==> src/rtl/line_clear_ctrl.sv <==
// line_clear_ctrl: line-clear pass controller for a COLS x ROWS falling-block board.
// The board is scanned from the bottom row upward. A full row is removed by copying
// every row above it down by one, then clearing row 0. The same row is re-scanned
// afterwards, because the row that has just moved into it may also be full.
// Optional feature macro: LINE_TOTAL_EN. When it is defined, the module keeps a
// saturating running total of cleared lines. Without it, total_lines is tied to 0.
module line_clear_ctrl #(
  parameter int COLS = 10,
  parameter int ROWS = 20
) (
  input  logic       CLOCK_50,
  input  logic       reset,
  input  logic       start,
  output logic       busy,
  output logic       done,
  output logic [3:0] rd_x,
  output logic [4:0] rd_y,
  input  logic       rd_data,
  output logic       we,
  output logic [3:0] wx,
  output logic [4:0] wy,
  output logic       wdata,
  output logic [4:0] lines,
  output logic [7:0] total_lines
);

  localparam logic [3:0] LAST_COL = 4'(COLS - 1);
  localparam logic [4:0] LAST_ROW = 5'(ROWS - 1);

  typedef enum logic [2:0] {
    IDLE   = 3'd0,
    SCAN   = 3'd1,
    EVAL   = 3'd2,
    SH_RD  = 3'd3,
    SH_WR  = 3'd4,
    SH_CLR = 3'd5,
    DONE   = 3'd6
  } state_t;

  state_t     r_state, w_state_next;
  logic [3:0] r_col, w_col_next;
  logic [4:0] r_row, w_row_next;
  logic [4:0] r_dst, w_dst_next;
  logic       r_full, w_full_next;
  logic [4:0] r_lines, w_lines_next;
  logic       w_row_full;

  // State and datapath registers; reset abandons any pass in progress.
  always_ff @(posedge CLOCK_50) begin
    if (reset) begin
      r_state <= IDLE;
      r_col   <= '0;
      r_row   <= '0;
      r_dst   <= '0;
      r_full  <= 1'b0;
      r_lines <= '0;
    end else begin
      r_state <= w_state_next;
      r_col   <= w_col_next;
      r_row   <= w_row_next;
      r_dst   <= w_dst_next;
      r_full  <= w_full_next;
      r_lines <= w_lines_next;
    end
  end

  // The last cell of a row arrives one cycle after its address, during EVAL.
  assign w_row_full = r_full & rd_data;

  // This block computes the next state and drives the board ports.
  always_comb begin
    w_state_next = r_state;
    w_col_next   = r_col;
    w_row_next   = r_row;
    w_dst_next   = r_dst;
    w_full_next  = r_full;
    w_lines_next = r_lines;
    busy         = 1'b1;
    done         = 1'b0;
    rd_x         = '0;
    rd_y         = '0;
    we           = 1'b0;
    wx           = '0;
    wy           = '0;
    wdata        = 1'b0;
    case (r_state)
      IDLE: begin
        busy = 1'b0;
        if (start) begin
          w_lines_next = '0;
          w_row_next   = LAST_ROW;
          w_col_next   = '0;
          w_state_next = SCAN;
        end
      end
      SCAN: begin
        rd_x = r_col;
        rd_y = r_row;
        // In the cycle for col 0, rd_data is stale and is not used. The AND chain starts here.
        w_full_next = (r_col == 4'd0) ? 1'b1 : (r_full & rd_data);
        if (r_col == LAST_COL) begin
          w_col_next   = '0;
          w_state_next = EVAL;
        end else begin
          w_col_next = r_col + 4'd1;
        end
      end
      EVAL: begin
        if (w_row_full) begin
          w_dst_next   = r_row;
          w_col_next   = '0;
          // Row 0 has nothing above it to copy down, so it is only cleared.
          w_state_next = (r_row == 5'd0) ? SH_CLR : SH_RD;
        end else if (r_row == 5'd0) begin
          w_state_next = DONE;
        end else begin
          w_row_next   = r_row - 5'd1;
          w_state_next = SCAN;
        end
      end
      SH_RD: begin
        rd_x         = r_col;
        rd_y         = r_dst - 5'd1;
        w_state_next = SH_WR;
      end
      SH_WR: begin
        we    = 1'b1;
        wx    = r_col;
        wy    = r_dst;
        wdata = rd_data;
        if (r_col == LAST_COL) begin
          w_col_next   = '0;
          w_dst_next   = r_dst - 5'd1;
          w_state_next = (r_dst == 5'd1) ? SH_CLR : SH_RD;
        end else begin
          w_col_next   = r_col + 4'd1;
          w_state_next = SH_RD;
        end
      end
      SH_CLR: begin
        we = 1'b1;
        wx = r_col;
        wy = '0;
        if (r_col == LAST_COL) begin
          w_col_next   = '0;
          w_lines_next = r_lines + 5'd1;
          w_state_next = SCAN;
        end else begin
          w_col_next = r_col + 4'd1;
        end
      end
      DONE: begin
        done         = 1'b1;
        w_state_next = IDLE;
      end
      default: begin
        w_state_next = IDLE;
      end
    endcase
  end

  assign lines = r_lines;

`ifdef LINE_TOTAL_EN
  logic [7:0] r_total;
  logic [8:0] w_sum;

  assign w_sum = {1'b0, r_total} + {4'b0000, r_lines};

  // Add the count for this pass to the total in the DONE cycle. The total saturates at 255.
  always_ff @(posedge CLOCK_50) begin
    if (reset) begin
      r_total <= '0;
    end else if (r_state == DONE) begin
      r_total <= w_sum[8] ? 8'hFF : w_sum[7:0];
    end
  end

  assign total_lines = r_total;
`else
  assign total_lines = '0;
`endif

endmodule

==> config.mk <==
export PLATFORM = sky130hd
export DESIGN_NAME = line_clear_ctrl
export DESIGN_NICKNAME = d
export VERILOG_FILES = /design/src/rtl/line_clear_ctrl.sv
export SDC_FILE = /design/constraint.sdc
export NUM_CORES = 1
export LEC_CHECK = 0
export ABC_AREA = 1
export CAP_MARGIN = 30
export CORE_ASPECT_RATIO = 1.5
export CORE_MARGIN = 1.5
export CORE_UTILIZATION = 30
export CTS_CLUSTER_DIAMETER = 120
export DETAILED_ROUTE_END_ITERATION = 12
export SLEW_MARGIN = 20
export SYNTH_ARGS = -nofsm -noshare
export SYNTH_HDL_FRONTEND = slang
export SYNTH_SLANG_ARGS = --single-unit
==> constraint.sdc <==
create_clock -name CLOCK_50 -period 2.98 [get_ports CLOCK_50]
set_clock_uncertainty 0.2 [all_clocks]
set_input_delay 0.596 -clock CLOCK_50 [delete_from_list [all_inputs] [get_ports CLOCK_50]]
set_output_delay 0.596 -clock CLOCK_50 [all_outputs]
set_load 0.05 [all_outputs]
### Placement view

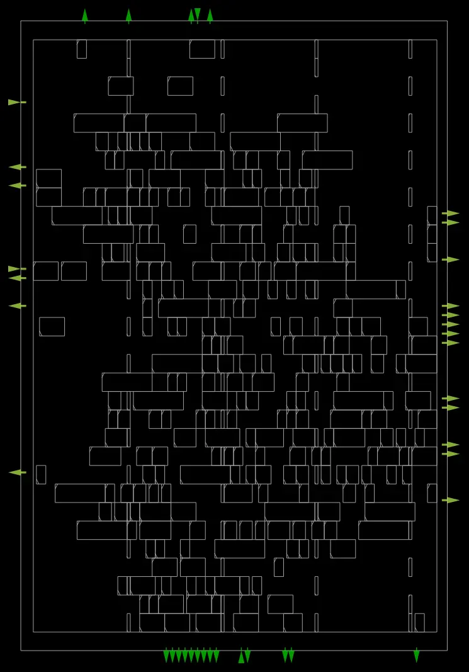
Non-Filler Instances: 340
Core Area: 5160 um2

### The metal 2 layer

Scale bar: 20 um.
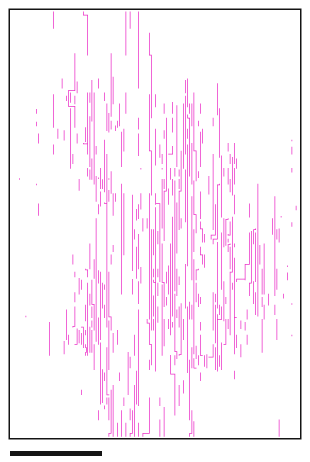
longest straight run: 37.4 um
share of all routed wire: 51%
main direction: vertical
number of vias after detailed routing: 1612
met2 track utilization from global routing: 26.9%

### Port wiring

Scale bar: 20 um.
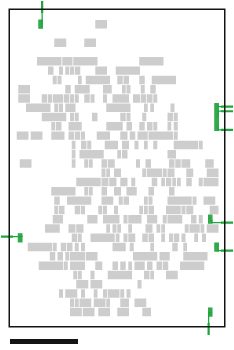
legend:
  green:
    port: total_lines
    bits: 8
    direction: output
    edge: 5 east, 1 north, 1 south, 1 west
    end_cells: 8
    buffers: 0
    wire: 22.4 um
IO Count: 39
Buffers on Ports: 30

### Sequential cells coloured by netlist name

Other sequential cells in the stronger grey, the rest of the logic in the fainter grey.
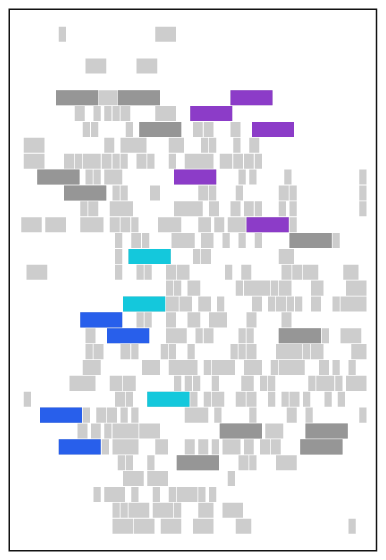
legend:
  purple:
    signal: r_row
    sequential_cells: 5
  blue:
    signal: r_col
    sequential_cells: 4
  cyan:
    signal: r_state
    sequential_cells: 3

==> run notes <==
The synthesis and place-and-route flow finished, so here is a summary.

Per the timing report, the most critical flop-to-flop path finishes at r_dst[4]$_SDFFE_PP0P_. After Yosys synthesis, XOR and XNOR cells account for 4.37% of the synthesized area. The worst hold path was traced through 2 stages. The cell at the root of the clock tree is clkbuf_8. The clock buffer count from CTS is 3.

The maximum ir drop on the vdd rail is 0.393 mV. The total non-filler cell area in the finished layout is 1980 um2. Final hold analysis gives a worst-case slack of 0.297 ns. Per the GRT congestion report, total overflow comes to 0. Detailed routing placed a total of 2.05 mm of wire on met2. The power after layout is 1490 uW. The worst setup path is captured at an output pin. For the worst min-delay path, the startpoint reported by OpenROAD is lines[4]$_SDFFE_PP0P_. Walking the worst path, the cells encountered are nor2_2 > nand2_2 > nor2_1 > clkdlybuf4s50_1. The area recorded from the Yosys report for this design is 1600 um2. The filler cell count in the final layout is 578. The number of design rule violations left after detail routing came out at 0. The first global-routing pass estimated 7.00 mm of wire. The pre-CTS setup slack came out at 0.403 ns. The net switching fraction of the power is 51.7%.

Multi-input gates account for 50.0% of the area. The total internal power came out at 720 uW. The commonest cells after synthesis are 41 x nand2_1, 38 x nor2_1, 24 x inv_1. The cell count after synthesis came out at 241. The clock tree from TritonCTS is done. TritonRoute output was used to compute an average wire per cell of 11.8 um. The largest net degree at the start of global routing is 17. The number of non-clock buffers is 31. The slew check shows that the tightest pin keeps a relative margin of 66.3%. The flow ran to the end, and the final reports show no timing, DRC or antenna violations. The number of enable-type register cells in the synthesized netlist is 0. The buffer-and-inverter tally for the worst setup path came out at 1. Summing every instance area after synthesis gives 1600 um2. The smallest clock period supported by the final layout is computed as 2.83 ns. The delay contributed by the slowest stage of the critical path is 0.81 ns. The post-cts sizing count came out at 0. The die extent in y is 92.6 um. In the layout the tool counted multi-input logic cells amounting to 186. The class of the worst hold path is register to register.

After global routing, the most crowded layer is met2. The launching element type of the critical path is a register. The layout report lists the non-clock buffer share of cell area as 14.9%. The count of different cell masters after synthesis is 28. The total routed wire length on the met1 layer came out at 1.78 mm. The power report lists the sequential group at 433 uW. The final count of pins violating max slew came out at 0. The number of levels in the clock H-tree is 1. The die footprint came out at 5800 um2.

Yosys attributes the largest share of cell area to dfxtp_1 29%, nand2_1 9.6%, nor2_1 8.9%, a21oi_1 6.9%, nand3_1 6.2%. The global-route usage over all layers is 14.7%. The largest part of the power goes to combinational logic. The proportion of power drawn by the clock network is 13.8%.

The worst path setup slack after routing is 0.149 ns. Leaving out the clock tree, the finished layout contains an inverter count of 28. Once iteration 0 of detailed routing completed, the report listed 62 DRC markers.

By instance count after routing, the leading logic cell type is nand2_1. The detailed placement HPWL is 3.08 mm. The number of clock sinks came out at 23. The sequential cell count is 23. The final sum of negative setup slack is 0 ns.

The capture point of the critical path was reported as wy[2]. The clock insertion delay at the later pin of the skew report came out at 0.27 ns. The final layout contains 284 nets. The hold violation count in the final report is 0. Registers take 460 um2. The number of detailed-routing iterations run before antenna repair came out at 4. Wire segments on met3 add up to 115 um in the final route. The last timing report of the flow puts the setup violation total at 0. The count of antenna-violating nets left after detailed routing is 0. The routed wire length came out at 4.03 mm. Counting flops and latches in the post-synthesis netlist gives 23.

The number of antenna violations at the first check in global routing is 0. The synthesis log from Yosys contains 0 warnings. The relative area change from synthesis to final layout is 23.5%. The highest layer used for signal routing is met4. The number of tap cells added at floorplan came out at 68. The met1 demand-to-capacity share in global routing came out at 17.2%. The hold buffer count at CTS is 0. The sequential group share of total power came out at 29.0%. The power attributed to combinational cells came out at 852 uW. The die span in x is 62.7 um. The post-synthesis share of cell area spent on and, or, nand and nor gates is 35.2%. Grouping stages by cell kind, the critical path spends the most delay in buffers and inverters. The adder-cell share of the synthesized area is 5.46%. The number of max-capacitance violations reported is 0. The number of cells in Yosys stat came out at 241. The instance count on the critical path is 4. In this run the register-to-register setup slack is 1.19 ns.

Per report_power, the Clock row totals 207 uW. Per the timing report, the biggest fanout along the worst path comes to 16. Setup repair after global routing left no endpoint under its margin. The final design utilization came out at 38.3%. Of all flip-flops after synthesis, the portion carrying an async set or reset was 0%. The multi-input combinational cell area came out at 990 um2. The required time at the worst-slack endpoint came out at 2.18 ns.
No activity file was given, so power comes from the tool's default toggle rates.
